`config.mk`:
```
export PLATFORM = sky130hd
export DESIGN_NAME = mem_req_sequencer
export DESIGN_NICKNAME = d
export VERILOG_FILES = /design/src/rtl/mem_req_sequencer.sv
export SDC_FILE = /design/constraint.sdc
export NUM_CORES = 1
export LEC_CHECK = 0
export CAP_MARGIN = 10
export CORE_ASPECT_RATIO = 0.5
export CORE_MARGIN = 5
export CORE_UTILIZATION = 35
export DETAILED_ROUTE_END_ITERATION = 12
export HOLD_SLACK_MARGIN = 0.12
export SLEW_MARGIN = 5
export SYNTH_ARGS = -nofsm -noshare
export SYNTH_HDL_FRONTEND = slang
export SYNTH_SLANG_ARGS = --single-unit
```
`constraint.sdc`:
```
create_clock -name clk_i -period 6.6 [get_ports clk_i]
set_input_delay 1.32 -clock clk_i [delete_from_list [all_inputs] [get_ports clk_i]]
set_output_delay 1.32 -clock clk_i [all_outputs]
set_load 0.05 [all_outputs]
```
`src/rtl/mem_req_sequencer.sv`:
```
// rtl/mem_req_sequencer.sv - request FIFO feeding the MEMCTRL strobe sequencer with a one-entry read-response slot
module mem_req_sequencer #(
    parameter int AW     = 16,
    parameter int DW     = 8,
    parameter int DEPTH  = 4,
    parameter int RD_LAT = 1
) (
    input  logic          clk_i,
    input  logic          rst_n_i,
    input  logic          req_valid_i,
    output logic          req_ready_o,
    input  logic          req_we_i,
    input  logic [AW-1:0] req_addr_i,
    input  logic [DW-1:0] req_wdata_i,
    output logic          rsp_valid_o,
    input  logic          rsp_ready_i,
    output logic [DW-1:0] rsp_rdata_o,
    output logic          busy_o,
    output logic [AW-1:0] addr_o,
    output logic          ce_o,
    output logic          csb_o,
    output logic          web_o,
    output logic          oeb_o,
    output logic [DW-1:0] idata_o,
    input  logic [DW-1:0] odata_i
);
    localparam int PW = (DEPTH > 1) ? $clog2(DEPTH) : 1;
    localparam logic [PW:0] FULL = (PW+1)'(DEPTH);

    typedef enum logic [1:0] {S_IDLE, S_STROBE, S_GAP, S_RDWAIT} state_t;

    state_t           state_q, state_d;
    logic [AW+DW:0]   fifo_mem [DEPTH];
    logic [PW-1:0]    wr_ptr_q, rd_ptr_q;
    logic [PW:0]      count_q, count_d;
    logic             ready_q;
    logic [7:0]       cnt_q, cnt_d;
    logic             op_we_q, op_we_d;
    logic [AW-1:0]    addr_q, addr_d;
    logic             ce_q, ce_d, csb_q, csb_d, web_q, web_d, oeb_q, oeb_d;
    logic [DW-1:0]    idata_q, idata_d;
    logic             rsp_valid_q;
    logic [DW-1:0]    rsp_rdata_q;
    logic             push, launch, capture, can_issue;
    logic             head_we;
    logic [AW-1:0]    head_addr;
    logic [DW-1:0]    head_wdata;

    assign push = req_valid_i && ready_q;
    assign {head_we, head_addr, head_wdata} = fifo_mem[rd_ptr_q];
    // A read may launch on the same edge that hands off the previous response.
    assign can_issue = (count_q != '0) && (head_we || !rsp_valid_q || rsp_ready_i);
    assign count_d   = count_q + (PW+1)'(push) - (PW+1)'(launch);

    always_ff @(posedge clk_i) begin
        if (push) begin
            fifo_mem[wr_ptr_q] <= {req_we_i, req_addr_i, req_wdata_i};
        end
    end

    always_comb begin
        state_d = state_q;
        cnt_d   = cnt_q;
        op_we_d = op_we_q;
        addr_d  = addr_q;
        ce_d    = 1'b0;
        csb_d   = 1'b1;
        web_d   = 1'b1;
        oeb_d   = 1'b1;
        idata_d = '0;
        launch  = 1'b0;
        capture = 1'b0;
        case (state_q)
            S_IDLE:   launch = can_issue;
            S_STROBE: state_d = S_GAP;
            S_GAP: begin
                if (op_we_q) begin
                    launch  = can_issue;
                    state_d = S_IDLE;
                end else if (RD_LAT == 1) begin
                    capture = 1'b1;
                    state_d = S_IDLE;
                end else begin
                    cnt_d   = 8'(RD_LAT - 2);
                    state_d = S_RDWAIT;
                end
            end
            S_RDWAIT: begin
                if (cnt_q == '0) begin
                    capture = 1'b1;
                    state_d = S_IDLE;
                end else begin
                    cnt_d = cnt_q - 8'd1;
                end
            end
            default: state_d = S_IDLE;
        endcase
        if (launch) begin
            state_d = S_STROBE;
            ce_d    = 1'b1;
            csb_d   = 1'b0;
            addr_d  = head_addr;
            op_we_d = head_we;
            web_d   = !head_we;
            oeb_d   = head_we;
            idata_d = head_we ? head_wdata : '0;
        end
    end

    always_ff @(posedge clk_i or negedge rst_n_i) begin
        if (!rst_n_i) begin
            state_q     <= S_IDLE;
            wr_ptr_q    <= '0;
            rd_ptr_q    <= '0;
            count_q     <= '0;
            ready_q     <= 1'b0;
            cnt_q       <= '0;
            op_we_q     <= 1'b0;
            addr_q      <= '0;
            ce_q        <= 1'b0;
            csb_q       <= 1'b1;
            web_q       <= 1'b1;
            oeb_q       <= 1'b1;
            idata_q     <= '0;
            rsp_valid_q <= 1'b0;
            rsp_rdata_q <= '0;
        end else begin
            state_q  <= state_d;
            wr_ptr_q <= wr_ptr_q + PW'(push);
            rd_ptr_q <= rd_ptr_q + PW'(launch);
            count_q  <= count_d;
            ready_q  <= (count_d != FULL);
            cnt_q    <= cnt_d;
            op_we_q  <= op_we_d;
            addr_q   <= addr_d;
            ce_q     <= ce_d;
            csb_q    <= csb_d;
            web_q    <= web_d;
            oeb_q    <= oeb_d;
            idata_q  <= idata_d;
            if (capture) begin
                rsp_valid_q <= 1'b1;
                rsp_rdata_q <= odata_i;
            end else if (rsp_valid_q && rsp_ready_i) begin
                rsp_valid_q <= 1'b0;
            end
        end
    end

    assign req_ready_o = ready_q;
    assign rsp_valid_o = rsp_valid_q;
    assign rsp_rdata_o = rsp_rdata_q;
    assign busy_o      = (count_q != '0) || (state_q != S_IDLE);
    assign addr_o      = addr_q;
    assign ce_o        = ce_q;
    assign csb_o       = csb_q;
    assign web_o       = web_q;
    assign oeb_o       = oeb_q;
    assign idata_o     = idata_q;
endmodule
```
Figure 1. Gate families picked out.
Drawn at 2 px/um.
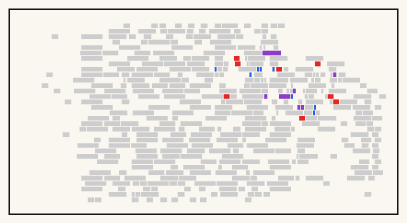
[red] xor and xnor cells | cells: 8 | most used: xor2_1
[blue] inv cells | cells: 8 | most used: inv_1
[purple] aoi and oai cells | cells: 7 | most used: o21ai_0 | where: right middle
combinational share of cell area: 0.188
most frequent logic cell in the layout: edfxtp_1

Figure 2. Routing congestion.
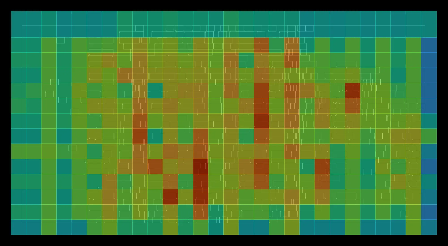
GRT Resource Usage Total: 0.119
GRT busiest layer: met2
WL/cell: 17.5 um
met3 Use GR: 0.0409

==> results.json <==
{
  "core_sq_um": 16400,
  "status": "complete, no violations",
  "ys_seq_share": 0.748,
  "pre_cts_slack_ns": 2.52,
  "synthesis.area_sq_um": 5890,
  "slew_violations": 0,
  "path_buffers": 4,
  "setup_slack_ns": 2.94,
  "finalWirelength_mm": 11.0,
  "cts.path.max_buffers": 2,
  "die-width_um": 193,
  "ys_types": 37,
  "first_pass_iters": 4,
  "aoi_share": 0.0113,
  "power_density_nw_per_um2": 505,
  "postCtsSetupBuffers": 0,
  "path_class": "in2reg",
  "slowest_stage": "clkdlybuf4s50_1",
  "antenna_found_initial": 0,
  "cts_tree": "built",
  "cts-resized-gates": 0,
  "end_kind": "flip-flop",
  "power_frac_comb": 0.369,
  "cp_max_fo": 21,
  "min_path_type": "reg2reg"
}
Figure 3. Clock wires, drivers and flops.
Drawn at 3 px/um.
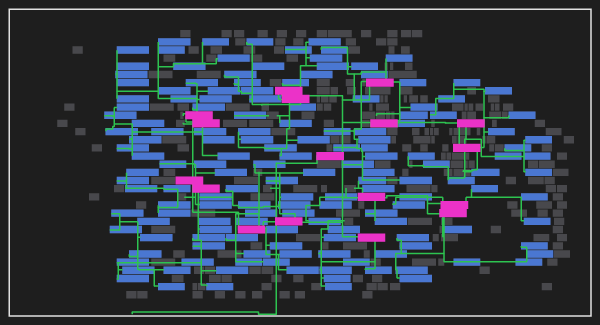
[green] clock wires | length: 1780 um
[blue] flip-flops | count: 156
[magenta] clock-net drivers | count: 17
routed clock nets: 18
Latency at later pin: 0.42 ns
P_clk: 0.928 mW

Figure 4. Wires at chosen ports, followed through buffers.
Drawn at 3 px/um.
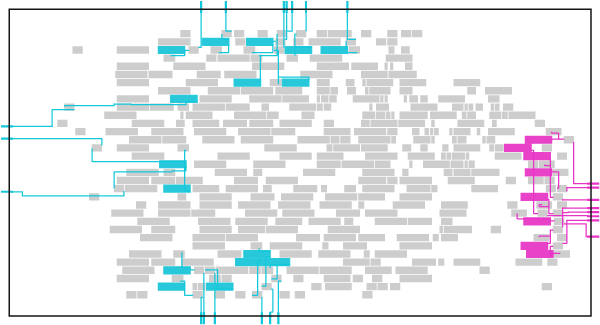
[cyan] addr_o | bits: 16 | direction: output | end cells: 16 | wire: 534 um
[magenta] rsp_rdata_o | bits: 8 | direction: output | end cells: 8 | wire: 203 um
# IOs: 76
port bufs: 75

-- cell usage after synthesis (4+ instances only) --
| library cell | n | area, sq um |
|---|---|---|
| edfxtp_1 | 100 | 3000 |
| dfrtp_1 | 53 | 1330 |
| mux4_2 | 24 | 541 |
| mux2_2 | 17 | 191 |
| and3_1 | 9 | 56.3 |
| mux2_4 | 9 | 135 |
| inv_1 | 8 | 30.0 |
| nand2_1 | 7 | 26.3 |
| nor2_1 | 7 | 26.3 |
| nor3_1 | 7 | 35.0 |
| ha_1 | 6 | 75.1 |
| xor2_1 | 5 | 43.8 |
| clkbuf_1 | 4 | 15.0 |
-- path summary, 6_finish.rpt --
check                                           start               endpoint  slack, ns  depth (start not counted)
max in group asynchronous                     rst_n_i  rd_ptr_q[0]$_DFF_PN0_       5.00                          2
worst max-delay path                      rsp_ready_i  req_ready_o$_DFF_PN0_       2.94                         12
worst min register to register  addr_o[6]$_DFFE_PN0P_  addr_o[6]$_DFFE_PN0P_       0.49                          1
worst min-delay path            addr_o[6]$_DFFE_PN0P_  addr_o[6]$_DFFE_PN0P_       0.49                          1
worst max register to register  rd_ptr_q[0]$_DFF_PN0_  req_ready_o$_DFF_PN0_       3.28                         11
min in group asynchronous                     rst_n_i  addr_o[1]$_DFFE_PN0P_       1.03                          2
-- cell type report --
| type | count | area [sq um] | share of cell area |
|---|---|---|---|
| Inverter | 8 | 30.0 | 0.00400 |
| Sequential cell | 156 | 4410 | 0.587 |
| Multi-Input combinational cell | 120 | 1410 | 0.188 |
| Tap cell | 227 | 284 | 0.0378 |
| Clock buffer | 18 | 429 | 0.0571 |
| Clock inverter | 14 | 144 | 0.0192 |
| Timing Repair Buffer | 83 | 806 | 0.107 |
-- registers in the layout, indices dropped and copies added, names as in the netlist, 2 cells and up --
signal	cells
rsp_rdata_o	8
rd_ptr_q	2
idata_o	8
state_q	2
fifo_mem	100
wr_ptr_q	2
addr_o	16
count_q	3
cnt_q	8
-- cell usage in the layout (no fill, tap or decap), types with 3 or more instances in the layout --
cell / instances
mux4_2: 24
and3_1: 9
nor3_1: 6
edfxtp_1: 100
mux2_4: 9
buf_4: 8
xor2_1: 5
o21ai_0: 3
xnor2_1: 3
inv_8: 3
clkdlybuf4s50_1: 74
clkbuf_16: 17
ha_1: 6
dfrtp_1: 52
inv_6: 7
dfstp_2: 3
nand2_1: 7
nor2_1: 7
mux2_2: 17
inv_1: 8
-- power by group through the flow --
stage | Clock [mW] | Combinational, mW | Sequential (mW)
global placement | 0 | 1.41 | 1.49
floorplan | 0 | 0.690 | 1.78
finish | 0.928 | 1.40 | 1.46
CTS | 0.955 | 1.43 | 1.48
global route | 1.00 | 1.50 | 1.50
detailed placement | 0 | 1.42 | 1.49
-- worst reg2reg max path, delay by kind of cell (launching register included) --
kind	cells	cell delay (ns)
buffers and inverters	3	0.51
and+or+nand+nor	2	0.35
adders and majority gates	3	0.85
AOI/OAI and AO/OA	1	0.15
xor gates and xnor gates	2	0.34
DFF	1	1.01
-- kinds of logic (layout without fill, tap and decap cells) --
kind of cell    Yosys count  after routing
compound gates            8              8
xor+xnor                  8              8
fa+ha+maj                 7              7
buf+inv                  18            123
flops                   156            156
mux                      53             53
simple gates             44             44
Power and IR drop assume default switching activity.
